[src/rtl/gen_regfile_mp_pkg.sv]
// Shared configuration for the multi-port register file.
// REGFILE_BYPASS_EN selects write-first read collisions; undefined gives read-first.
package gen_regfile_mp_pkg;

    localparam int   XLEN_DEFAULT = 32;
    localparam logic WRITE_ENABLE = 1'b1;
    localparam logic READ_ENABLE  = 1'b1;

`ifdef REGFILE_BYPASS_EN
    localparam logic BYPASS_EN = 1'b1;
`else
    localparam logic BYPASS_EN = 1'b0;
`endif

endpackage

[src/rtl/gen_regfile_mp_read_port.sv]
// One registered read port: address mux, optional write bypass, hold-on-disable outputs.
// Write-first forwarding is compiled in only when REGFILE_BYPASS_EN is defined.
module regfile_read_port
    import gen_regfile_mp_pkg::*;
#(
    parameter int XLEN  = XLEN_DEFAULT,
    parameter int NSLOT = 32,
    parameter int NWR   = 1,
    parameter int AW    = $clog2(NSLOT)
) (
    input  logic                 clk,
    input  logic                 rst,
    input  logic                 rd_flag,
    input  logic [AW-1:0]        rd_addr,
    input  logic [XLEN-1:0]      regs [NSLOT],
    input  logic [NSLOT-1:0]     busy,
    input  logic [NWR-1:0]       wr_flag,
    input  logic [NWR*AW-1:0]    wr_addr,
    input  logic [NWR*XLEN-1:0]  wr_data,
    input  logic                 alloc_flag,
    input  logic [AW-1:0]        alloc_addr,
    output logic [XLEN-1:0]      rd_data,
    output logic                 rd_busy
);

    logic [XLEN-1:0] data_p0;
    logic            busy_p0;

`ifndef REGFILE_BYPASS_EN
    logic unused_bypass;
    assign unused_bypass = ^{wr_flag, wr_addr, wr_data, alloc_flag, alloc_addr};
`endif

    // Stage p0: select register state, forwarding a coincident write when enabled
    always_comb begin
        data_p0 = '0;
        busy_p0 = 1'b0;
        if (rd_addr != '0) begin
            data_p0 = regs[rd_addr];
            busy_p0 = busy[rd_addr];
        end
`ifdef REGFILE_BYPASS_EN
        for (int k = 0; k < NWR; k++) begin
            if (WRITE_ENABLE && wr_flag[k] && rd_addr != '0 &&
                wr_addr[k*AW +: AW] == rd_addr) begin
                data_p0 = wr_data[k*XLEN +: XLEN];
                busy_p0 = alloc_flag && (alloc_addr == rd_addr);
            end
        end
`endif
    end

    // Stage p1: output registers, held while the port is idle
    always_ff @(posedge clk or posedge rst) begin
        if (rst) begin
            rd_data <= '0;
            rd_busy <= 1'b0;
        end else if (READ_ENABLE && rd_flag) begin
            rd_data <= data_p0;
            rd_busy <= busy_p0;
        end
    end

endmodule

[src/rtl/gen_regfile_mp.sv]
// Parametrised multi-port integer register file with per-register busy scoreboard.
// Build option REGFILE_BYPASS_EN makes same-cycle reads return the data being written.
module gen_regfile_mp
    import gen_regfile_mp_pkg::*;
#(
    parameter int XLEN = XLEN_DEFAULT,
    parameter int NREG = 32,
    parameter int NRD  = 2,
    parameter int NWR  = 1,
    localparam int AW  = $clog2(NREG)
) (
    input  logic                 clk,
    input  logic                 rst,
    input  logic [NWR-1:0]       i_write_flag,
    input  logic [NWR*AW-1:0]    i_write_addr,
    input  logic [NWR*XLEN-1:0]  i_write_data,
    input  logic [NRD-1:0]       i_read_flag,
    input  logic [NRD*AW-1:0]    i_read_addr,
    output logic [NRD*XLEN-1:0]  o_read_data,
    output logic [NRD-1:0]       o_read_busy,
    input  logic                 i_alloc_flag,
    input  logic [AW-1:0]        i_alloc_addr
);

    // Storage is padded to the full address space so every read index is in range
    localparam int NSLOT = 1 << AW;

    logic [XLEN-1:0]  regs [NSLOT];
    logic [NSLOT-1:0] busy;

    // Later write ports override earlier ones; alloc is applied last so it beats a clear
    always_ff @(posedge clk or posedge rst) begin
        if (rst) begin
            regs <= '{default: '0};
            busy <= '0;
        end else begin
            for (int k = 0; k < NWR; k++) begin
                if (WRITE_ENABLE && i_write_flag[k] && i_write_addr[k*AW +: AW] != '0) begin
                    regs[i_write_addr[k*AW +: AW]] <= i_write_data[k*XLEN +: XLEN];
                    busy[i_write_addr[k*AW +: AW]] <= 1'b0;
                end
            end
            if (i_alloc_flag && i_alloc_addr != '0)
                busy[i_alloc_addr] <= 1'b1;
        end
    end

`ifndef SYNTHESIS
    if (NSLOT != NREG) begin : g_addr_chk
        always_ff @(posedge clk) begin
            if (!rst) begin
                for (int k = 0; k < NWR; k++)
                    assert (!(i_write_flag[k] && i_write_addr[k*AW +: AW] >= AW'(NREG)))
                        else $error("write port %0d addresses nonexistent register", k);
            end
        end
    end
`endif

    for (genvar j = 0; j < NRD; j++) begin : g_rd
        regfile_read_port #(
            .XLEN  (XLEN),
            .NSLOT (NSLOT),
            .NWR   (NWR),
            .AW    (AW)
        ) u_rp (
            .clk        (clk),
            .rst        (rst),
            .rd_flag    (i_read_flag[j]),
            .rd_addr    (i_read_addr[j*AW +: AW]),
            .regs       (regs),
            .busy       (busy),
            .wr_flag    (i_write_flag),
            .wr_addr    (i_write_addr),
            .wr_data    (i_write_data),
            .alloc_flag (i_alloc_flag),
            .alloc_addr (i_alloc_addr),
            .rd_data    (o_read_data[j*XLEN +: XLEN]),
            .rd_busy    (o_read_busy[j])
        );
    end

endmodule

[config.mk]
export PLATFORM = sky130hd
export DESIGN_NAME = gen_regfile_mp
export DESIGN_NICKNAME = d
export VERILOG_FILES = /design/src/rtl/gen_regfile_mp_pkg.sv /design/src/rtl/gen_regfile_mp_read_port.sv /design/src/rtl/gen_regfile_mp.sv
export SDC_FILE = /design/constraint.sdc
export NUM_CORES = 2
export LEC_CHECK = 0
export CELL_PAD_IN_SITES_DETAIL_PLACEMENT = 1
export CELL_PAD_IN_SITES_GLOBAL_PLACEMENT = 1
export CORE_AREA = 5 5 339 341
export DETAILED_ROUTE_END_ITERATION = 16
export DIE_AREA = 0 0 344 346
export PLACE_DENSITY_LB_ADDON = 0.2
export SYNTH_ARGS = -nofsm -noshare
export SYNTH_HDL_FRONTEND = slang
export SYNTH_SLANG_ARGS = --single-unit
[constraint.sdc]
create_clock -name clk -period 51.2 [get_ports clk]
set_input_delay 10.24 -clock clk [delete_from_list [all_inputs] [get_ports clk]]
set_output_delay 10.24 -clock clk [all_outputs]
set_load 0.005 [all_outputs]
Cell classes on the final placement:
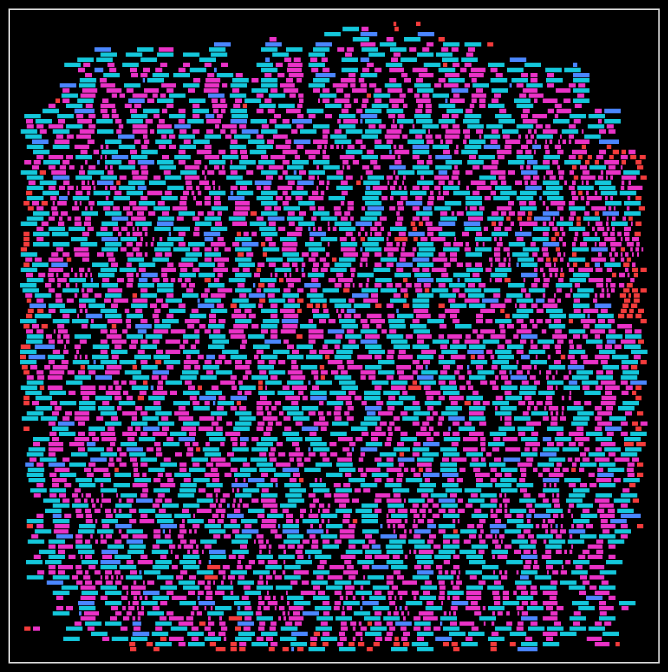
[red] other buffers and delay cells | cells: 217
[cyan] flops | cells: 1,122
[blue] clock drivers and dummy loads | cells: 229
[magenta] combinational and other logic | cells: 2,607

Register map, names as in the netlist:
Other cells in gray.
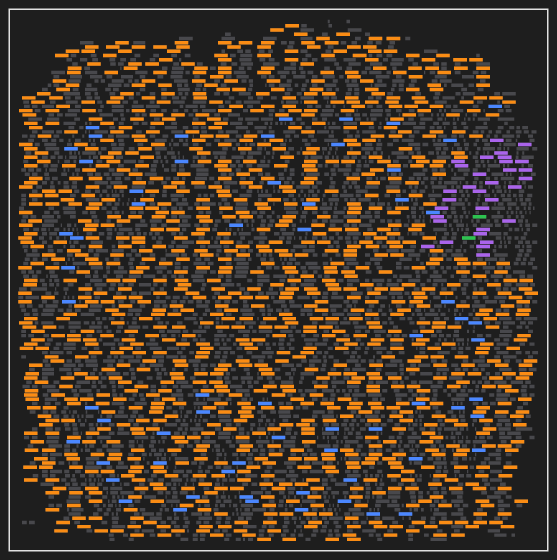
[purple] busy | flops: 32
[blue] g_rd.u_rp.rd_data | flops: 64 | where: spread over the die
[green] g_rd.u_rp.rd_busy | flops: 2
[orange] regs | flops: 1,024 | where: spread over the die

==> results.txt <==
run results: Die Y 346 um, DR iter-0 viols about 3,800, WL final slightly above 200,000 um, Synth area leader dfrtp_1, DRT Pass-1 Iters 5, DR WL/cell 35.4 um, CTS H-Tree Depth 4, Biggest Area Class logic gates, largest fanout on the critical path 120, sequential share of power 45.6%, Tcrit/Tclk final 26.9%, final setup margin 37,410 ps, Cell Type Count between 50 and 60, Area leader share 47.9%, CTS Hold Bufs 0, PD cells roughly 40 nW/um^2, tool warnings 42, Net Sw Power roughly 0.72 mW, first-pass GRT wire length between 200,000 and 300,000 um, status complete, no violations, Buffers on Ports 123, Least-Margin Pin Slew around 1300 ps, Seq cells 1,122, critical hold path startpoint regs[1003], placed cell area 60,700 sq um, leading registers by flop count regs (1024), g_rd.u_rp.rd_data (64), busy (32), vias in the first global route about 42,000, worst setup path end regs[127], Flop area 28,100 sq um, MUX area fraction 39.7%, final hold vios 0
Clock distribution:
The bar under the picture is 100 um long.
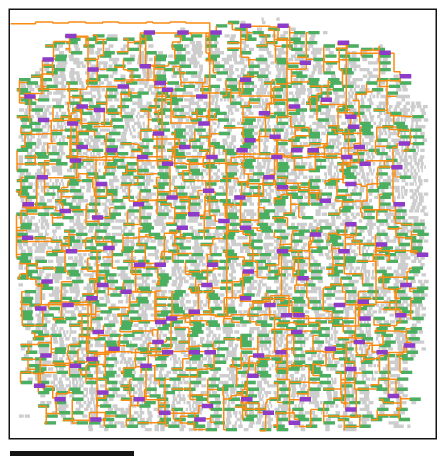
[purple] clock drivers | count: 132
[green] flip-flops | count: 1,122
[orange] clock wires | length: 14,900 um
flops lie: spread over the die
routed clock nets: 133

## cell usage in the layout, fill, tap and decap left out, types with 9 or more instances in the layout
master	Yosys	final
nor2_4	0	19
buf_4	25	93
nand2_2	1	14
o21ai_0	81	81
a21oi_1	117	117
o22ai_1	76	76
mux2_1	932	932
a2111oi_2	25	25
nor2b_1	12	12
nand3_1	14	9
nor2_1	96	77
dfrtp_1	1122	1122
mux4_2	333	333
clkinv_2	0	13
a22o_1	11	11
clkbuf_8	0	28
mux2_2	125	125
a2111oi_0	33	33
diode_2	0	15
mux2i_1	386	386
o211ai_1	58	58
nand2_1	85	72
clkdlybuf4s50_1	0	113
o22a_1	58	58
clkbuf_16	0	140
a221oi_1	58	58
inv_1	13	11
clkbuf_1	272	34
Power figures rest on the tool's default switching activity, not on a simulated workload.
